==> run_1/cell_classes.png <==
Fill, decap, tap and diode cells in gray.
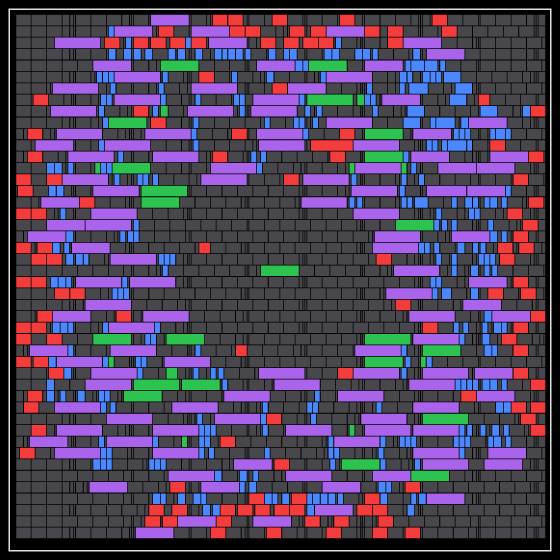
==> run_1/final_clocks.png <==
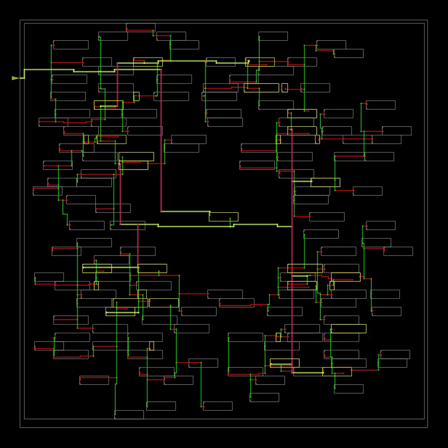
==> run_1/metal_stack.png <==
Scale bar: 50 um. Only two layers are drawn.
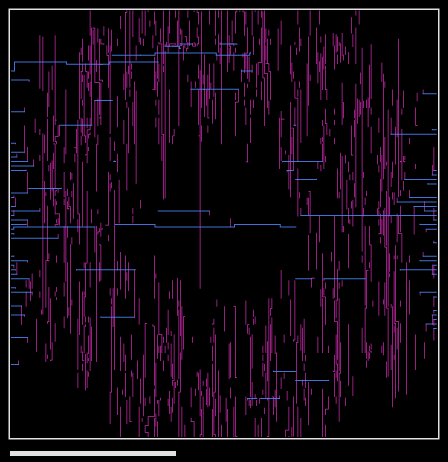
==> run_1/registers.png <==
Scale bar: 50 um. Other sequential cells in the stronger gray, the rest of the logic in the fainter gray.
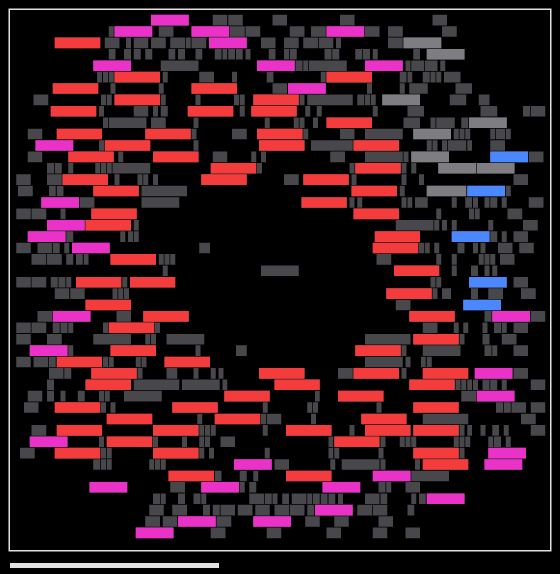
`config.mk`:
```
export PLATFORM = sky130hd
export DESIGN_NAME = wb_arbiter
export DESIGN_NICKNAME = d
export VERILOG_FILES = /design/src/rtl/wb_arbiter_pkg.sv /design/src/rtl/wb_fifo.sv /design/src/rtl/wb_arbiter.sv
export SDC_FILE = /design/constraint.sdc
export NUM_CORES = 1
export LEC_CHECK = 0
export ABC_AREA = 1
export CAP_MARGIN = 20
export CORE_MARGIN = 1
export CORE_UTILIZATION = 30
export DETAILED_ROUTE_END_ITERATION = 10
export PLACE_DENSITY = 0.51
export SLEW_MARGIN = 15
export SYNTH_ARGS = -nofsm -noshare
export SYNTH_HDL_FRONTEND = slang
export SYNTH_SLANG_ARGS = --single-unit
```
`constraint.sdc`:
```
create_clock -name clock -period 4.95 [get_ports clock]
set_clock_uncertainty 0.1 [all_clocks]
set_input_delay 0.99 -clock clock [delete_from_list [all_inputs] [get_ports clock]]
set_output_delay 0.99 -clock clock [all_outputs]
set_load 0.02 [all_outputs]
```
`src/rtl/wb_arbiter_pkg.sv`:
```
// Shared defaults and the result-entry layout for the writeback arbiter.
// A buffered entry is packed as {rd, data} with rd in the upper bits.
package wb_arbiter_pkg;

    localparam int DATA_W_DEF       = 32;
    localparam int REG_W_DEF        = 5;
    localparam int FIFO_DEPTH_DEF   = 2;
    localparam int STARVE_LIMIT_DEF = 4;

    typedef struct packed {
        logic [REG_W_DEF-1:0]  rd;
        logic [DATA_W_DEF-1:0] data;
    } wb_entry_t;

endpackage

```
`src/rtl/wb_fifo.sv`:
```
// Small synchronous FIFO for mult/div results. Push and pop may occur in the
// same cycle, including when full; occupancy is the single source of full/empty.
module wb_fifo #(
    parameter int WIDTH = 37,
    parameter int DEPTH = 2,
    localparam int PTR_W = $clog2(DEPTH),
    localparam int CNT_W = PTR_W + 1
) (
    input  logic             clk_i,
    input  logic             rst_i,
    input  logic             push_i,
    input  logic             pop_i,
    input  logic [WIDTH-1:0] wdata_i,
    output logic [WIDTH-1:0] rdata_o,
    output logic [CNT_W-1:0] count_o,
    output logic             full_o,
    output logic             empty_o
);

    logic [WIDTH-1:0] mem_q [DEPTH];
    logic [PTR_W-1:0] wr_ptr_q, wr_ptr_d;
    logic [PTR_W-1:0] rd_ptr_q, rd_ptr_d;
    logic [CNT_W-1:0] count_q, count_d;
    logic             do_push;
    logic             do_pop;

    assign full_o  = (count_q == CNT_W'(DEPTH));
    assign empty_o = (count_q == '0);
    assign count_o = count_q;
    assign rdata_o = mem_q[rd_ptr_q];

    // A push into a full FIFO only lands when the head leaves in the same cycle.
    assign do_push = push_i & (~full_o | pop_i);
    assign do_pop  = pop_i & ~empty_o;

    always_comb begin
        wr_ptr_d = wr_ptr_q;
        rd_ptr_d = rd_ptr_q;
        count_d  = count_q;
        if (do_push) wr_ptr_d = wr_ptr_q + PTR_W'(1);
        if (do_pop)  rd_ptr_d = rd_ptr_q + PTR_W'(1);
        case ({do_push, do_pop})
            2'b10:   count_d = count_q + CNT_W'(1);
            2'b01:   count_d = count_q - CNT_W'(1);
            default: count_d = count_q;
        endcase
    end

    always_ff @(posedge clk_i or posedge rst_i) begin
        if (rst_i) begin
            wr_ptr_q <= '0;
            rd_ptr_q <= '0;
            count_q  <= '0;
        end else begin
            wr_ptr_q <= wr_ptr_d;
            rd_ptr_q <= rd_ptr_d;
            count_q  <= count_d;
        end
    end

    always_ff @(posedge clk_i) begin
        if (do_push) mem_q[wr_ptr_q] <= wdata_i;
    end

endmodule

```
`src/rtl/wb_arbiter.sv`:
```
// Writeback arbiter: merges single-cycle ALU results with buffered mult/div
// results into one registered register-file write stream, with a starvation guard.
module wb_arbiter
    import wb_arbiter_pkg::*;
#(
    parameter int DATA_W       = DATA_W_DEF,
    parameter int REG_W        = REG_W_DEF,
    parameter int FIFO_DEPTH   = FIFO_DEPTH_DEF,
    parameter int STARVE_LIMIT = STARVE_LIMIT_DEF,
    localparam int CNT_W       = $clog2(FIFO_DEPTH) + 1,
    localparam int STARVE_W    = $clog2(STARVE_LIMIT) + 1,
    localparam int ENTRY_W     = REG_W + DATA_W
) (
    input  logic              clock,
    input  logic              ctrl_reset,
    input  logic              alu_valid,
    input  logic [REG_W-1:0]  alu_rd,
    input  logic [DATA_W-1:0] alu_data,
    input  logic              md_valid,
    output logic              md_ready,
    input  logic [REG_W-1:0]  md_rd,
    input  logic [DATA_W-1:0] md_data,
    output logic              alu_stall,
    output logic              ctrl_writeEnable,
    output logic [REG_W-1:0]  ctrl_writeReg,
    output logic [DATA_W-1:0] data_writeReg,
    output logic [CNT_W-1:0]  md_count
);

    logic [ENTRY_W-1:0]  head;
    logic [REG_W-1:0]    head_rd;
    logic [DATA_W-1:0]   head_data;
    logic                fifo_full;
    logic                fifo_empty;
    logic                alu_sel;
    logic                pop;
    logic                push;
    logic                starve_fire;

    logic                we_q, we_d;
    logic [REG_W-1:0]    wreg_q, wreg_d;
    logic [DATA_W-1:0]   wdata_q, wdata_d;
    logic                stall_q, stall_d;
    logic [STARVE_W-1:0] starve_q, starve_d;

    wb_fifo #(
        .WIDTH (ENTRY_W),
        .DEPTH (FIFO_DEPTH)
    ) u_fifo (
        .clk_i   (clock),
        .rst_i   (ctrl_reset),
        .push_i  (push),
        .pop_i   (pop),
        .wdata_i ({md_rd, md_data}),
        .rdata_o (head),
        .count_o (md_count),
        .full_o  (fifo_full),
        .empty_o (fifo_empty)
    );

    assign head_rd   = head[ENTRY_W-1 -: REG_W];
    assign head_data = head[DATA_W-1:0];

    assign alu_sel  = alu_valid & ~stall_q;
    assign pop      = ~alu_sel & ~fifo_empty;
    assign md_ready = ~fifo_full | pop;
    assign push     = md_valid & md_ready;

    // Fires on the STARVE_LIMIT-th consecutive unserved cycle; the following
    // stall cycle is guaranteed a pop, so the pulse can never repeat back-to-back.
    assign starve_fire = ~fifo_empty & ~pop & (starve_q == STARVE_W'(STARVE_LIMIT - 1));

    always_comb begin
        we_d     = 1'b0;
        wreg_d   = wreg_q;
        wdata_d  = wdata_q;
        stall_d  = starve_fire;
        starve_d = starve_q + STARVE_W'(1);
        if (fifo_empty || pop || starve_fire) starve_d = '0;

        if (alu_sel) begin
            we_d    = (alu_rd != '0);
            wreg_d  = alu_rd;
            wdata_d = alu_data;
        end else if (pop) begin
            we_d    = (head_rd != '0);
            wreg_d  = head_rd;
            wdata_d = head_data;
        end
    end

    always_ff @(posedge clock or posedge ctrl_reset) begin
        if (ctrl_reset) begin
            we_q     <= 1'b0;
            wreg_q   <= '0;
            wdata_q  <= '0;
            stall_q  <= 1'b0;
            starve_q <= '0;
        end else begin
            we_q     <= we_d;
            wreg_q   <= wreg_d;
            wdata_q  <= wdata_d;
            stall_q  <= stall_d;
            starve_q <= starve_d;
        end
    end

    assign alu_stall        = stall_q;
    assign ctrl_writeEnable = we_q;
    assign ctrl_writeReg    = wreg_q;
    assign data_writeReg    = wdata_q;

endmodule
```
==> results.yml, run 1 <==
# flow metrics
final_timing:
  setup_viol_count_final: 0
  finalCriticalPeriod_ps: 3360
  hold_viol: 0
  tightestPinTransition_ps: 896
placed_design:
  place_area_mm2: 0.00621
grt:
  grt_start_max_net_pins: 47
  grt_pass1_wl_um: 18000
  grt_usage: 0.147
pwr:
  pwr-share-seq: 0.381
  netSwitchingPower_mw: 1.30
synth:
  netlist_area_mm2: 0.00483
  adder_share: 0.00777
  syn_inst: 445
  syn_avg_cell_area_um2: 10.9
floorplan:
  floorplan.core_util: 0.305
  coreArea_mm2: 0.0158
drt:
  wl_met2_um: 5580
cts:
  clock_latency_ps: 410
  clockBufferDepth: 2
outcome:
  status: "complete, no violations"
hold_path:
  holdPathEnd: "starve_q[0]"
About cell_classes.png:
| class | color | cells | share of their area |
|---|---|---|---|
| all other logic | blue | 305 | 20% |
| clock drivers and dummy loads | green | 32 | 9.4% |
| other buffers and delay cells | red | 123 | 19% |
| flip-flops | purple | 120 | 51% |

About final_clocks.png:
clk pwr: 1.31 mW
CTS Buf Count: 17

About metal_stack.png:
| layer | color | wire length |
|---|---|---|
| met2 | magenta | 5580 um |
| met3 | blue | 588 um |

About registers.png:
| name in the netlist | color | sequential cells | where |
|---|---|---|---|
| data_writeReg | magenta | 32 | spread over the die |
| u_fifo.mem_q | red | 74 | spread over the die |
| ctrl_writeReg | blue | 5 | middle right |
not colored: 9

==> run 1: flip-flops by register name, indices dropped and copies added (netlist names) <==
register / count
ctrl_writeEnable: 1
u_fifo.count_o: 2
u_fifo.mem_q: 74
starve_q: 3
data_writeReg: 32
u_fifo.rd_ptr_q: 1
u_fifo.wr_ptr_q: 1
ctrl_writeReg: 5
alu_stall: 1
==> run 1: critical path: cells and delay by family <==
family / cells / cell delay (ps)
AND/OR/NAND/NOR: 2 / 180
buffers and inverters: 3 / 1100
==> run 1: final cells by class <==
| type | instances | area (um2) |
|---|---|---|
| clock inverter | 11 | 179 |
| timing repair buffer | 123 | 1240 |
| sequential | 120 | 3370 |
| multi-input combinational | 295 | 1290 |
| clock buffer | 21 | 440 |
| tap | 216 | 270 |
| fill | 1499 | 8990 |
| inverter | 10 | 41.3 |
==> run_1/clock_map.png <==
Scale bar: 50 um.
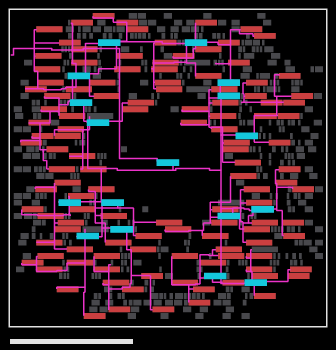

==> run 2, diff against run 1 <==
Settings changed: PLACE_DENSITY 0.51 to 0.53.
Clock period 4.95 ns to 2.9 ns, I/O delays scaled along.
==> run_2/clock_map.png <==
Scale bar: 50 um.
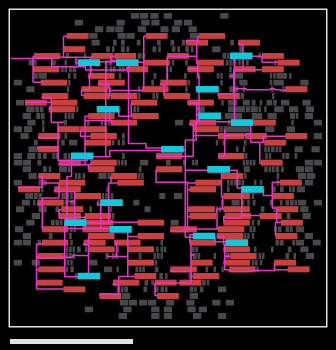
[clock wires] magenta | length: 1590 um
[flip-flops] red | count: 120
[cells driving clock nets] cyan | count: 17
flops lie: spread over the die
routed clock nets: 18

==> results.yml, run 2 <==
# flow metrics
outcome:
  status: "complete, no violations"
placed_design:
  place_area_mm2: 0.00624
synth:
  adder_share: 0.00777
  netlist_area_mm2: 0.00483
  mux_share: 0
  syn_inst: 445
  ys_warn_count: 0
  syn_avg_cell_area_um2: 10.9
final_timing:
  finalCriticalPeriod_ps: 2620
  tightestPinTransition_ps: 715
  hold_viol: 0
  setup_viol_count_final: 0
worst_setup_path:
  crit_cells: 5
  crit_required_ps: 2220
  critPathKind: "in2out"
  crit_family: "buffers and inverters"
  cpPeakStageDelay_ps: 560
  cp_num_buf_inv: 3
  crit_arrival_ps: 1940
grt:
  met2_usage: 0.249
  grt_usage: 0.153
  grt_pass1_wl_um: 18600
  grt_start_max_net_pins: 39
cts:
  cts_buffers: 17
  cts.clk_slew.worst_paths_ps: 50
  clockBufferDepth: 2
  htreeDepth: 4
floorplan:
  coreArea_mm2: 0.0158
  floorplan.core_util: 0.305
  fp.dieArea_mm2: 0.0166
finish:
  areaGrowthSynthToFinish_pct: 39.9
  largest_register: "u_fifo.mem_q"
  largest_reg_flops: 74
  n_fill_cell: 1532
drt:
  vias_per_cell: 4.39
  wl_met2_um: 5670
  antenna_left: 0
hold_path:
  holdPathEnd: "starve_q[0]"
job:
  warnings: 26
  cap_violations: 0
==> run_2/final_clocks.png <==
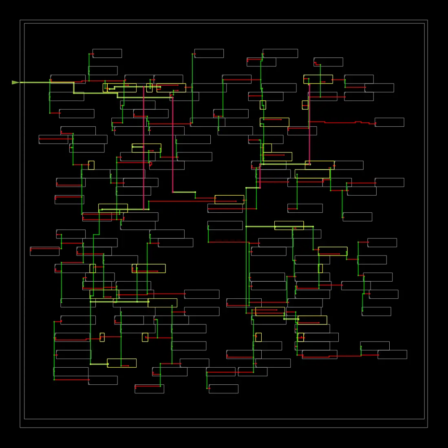
clk pwr: 1.86 mW
clkbuf count: 18
registers: 120
TritonCTS Sinks: 120
worst skew pair latency: 410 ps

==> run 2: cell counts after synthesis <==
No cell type changed its count.
==> run 2: area by class of cell <==
cell class,instances,area [um2],area share
tap,216,270,0.0400
clock buffer,18,429,0.0635
inverter,10,40.0,0.00592
clock inverter,13,88.8,0.0131
timing repair buffer,126,1270,0.188
multi-input combinational,295,1290,0.191
sequential,120,3370,0.499
==> run 2: kinds of logic after synthesis <==
kind of cell | count (synthesis)
flip-flops | 120
AND/OR/NAND/NOR | 221
adder cells (fa/ha/maj) | 3
AND-OR/OR-AND | 68
XOR/XNOR | 3
buffers and inverters | 30
==> run 2: power breakdown <==
group | internal (mW) | total [mW] | switching (mW)
Combinational | 0.891 | 2.21 | 1.32
Clock | 1.15 | 1.86 | 0.711
Sequential | 2.36 | 2.58 | 0.226
==> run_2/cell_classes.png <==
Fill, decap, tap and diode cells in gray.
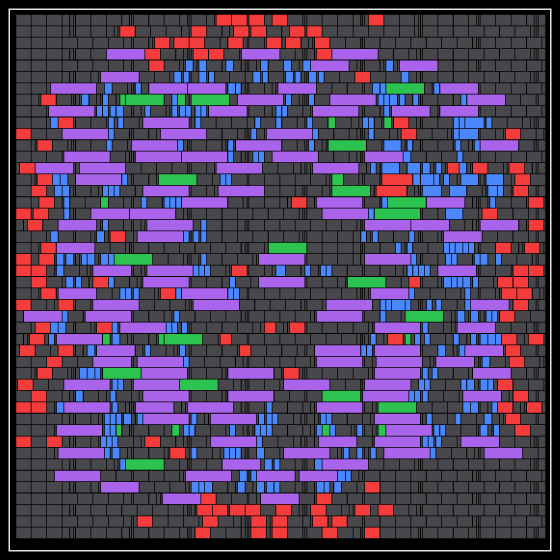

==> run 3, diff against run 2 <==
Settings changed: CORE_MARGIN 1 to 2.
==> run_3/cell_classes.png <==
Fill, decap, tap and diode cells in gray.
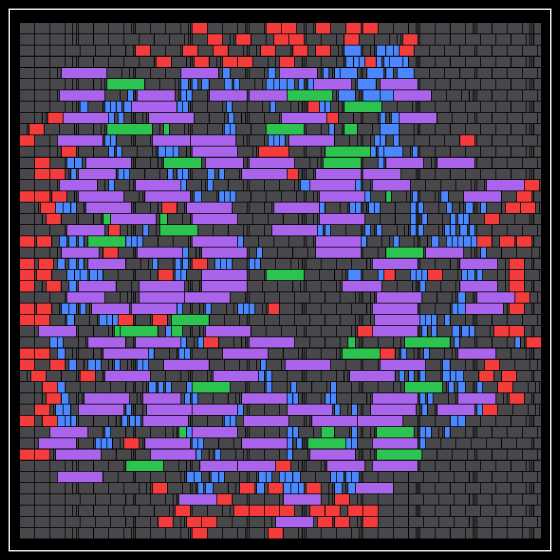
| class | color | cells | share of their area |
|---|---|---|---|
| other buffers and delay cells | red | 127 | 19% |
| flip-flops | purple | 120 | 51% |
| all other logic | blue | 305 | 20% |
| clock drivers and dummy loads | green | 32 | 9.6% |

==> run_3/final_clocks.png <==
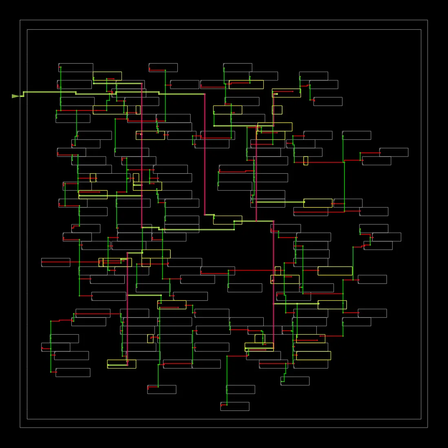
clkbuf count: 17
clk pwr: 2.24 mW

==> results.yml, run 3 <==
# flow metrics
finish:
  logic_gates: 295
  ff_count: 120
  logic_area_mm2: 0.00129
  largest_cell_class: "registers"
  layout.nonclk_buf_frac: 0.184
  comb-cell-share: 0.188
  regArea_mm2: 0.00337
  largest_reg_flops: 74
  seq_share: 0.491
worst_setup_path:
  crit_cells: 5
  crit_family: "buffers and inverters"
  critPathKind: "in2out"
  crit_arrival_ps: 1920
  cp_num_buf_inv: 3
  cpPeakStageDelay_ps: 540
synth:
  syn_avg_cell_area_um2: 10.9
job:
  warnings: 26
  cap_violations: 0
cts:
  cts.clk_slew.worst_paths_ps: 50
  clockBufferDepth: 2
  cts.sinks: 120
  cts_buffers: 17
  clock_latency_ps: 410
  htreeDepth: 4
floorplan:
  coreArea_mm2: 0.0158
  fp.dieArea_mm2: 0.0171
  taps: 216
grt:
  grt_pass1_wl_um: 18600
  grt_start_max_net_pins: 39
final_timing:
  setup_viol_count_final: 0
  hold_viol: 0
  finalCriticalPeriod_ps: 2600
  tightestPinTransition_ps: 699
drt:
  vias_per_cell: 4.37
  antenna_left: 0
hold_path:
  holdPathEnd: "starve_q[0]"
outcome:
  status: "complete, no violations"
==> run 3: cell counts after synthesis <==
Identical to the previous run, type by type.
==> run 3: per-layer routing <==
layer / routed length [um] / global-route usage / part of all wire / vias up
li1: - / - / - / 1731
met1: 5150 / 0.184 / 0.44 / 1625
met2: 5440 / 0.234 / 0.46 / 119
met3: 982 / 0.0570 / 0.083 / 20
met4: 202 / 0.0601 / 0.017 / 0
met5: 0 / 0 / 0 / -
==> run 3: through the flow <==
step / hold WS, ps / area (um2)
final: 361 / 6870
after global routing: 389 / 6870
after CTS: 354 / 6870
after detailed placement: 346 / 6240
after global placement: 320 / 6240
after floorplan: 310 / 4840
==> run 3: power breakdown <==
group | internal (mW) | switching, mW
sequential | 2.36 | 0.229
combinational | 0.885 | 1.31
clock | 1.51 | 0.733
Power and IR drop assume default switching activity.
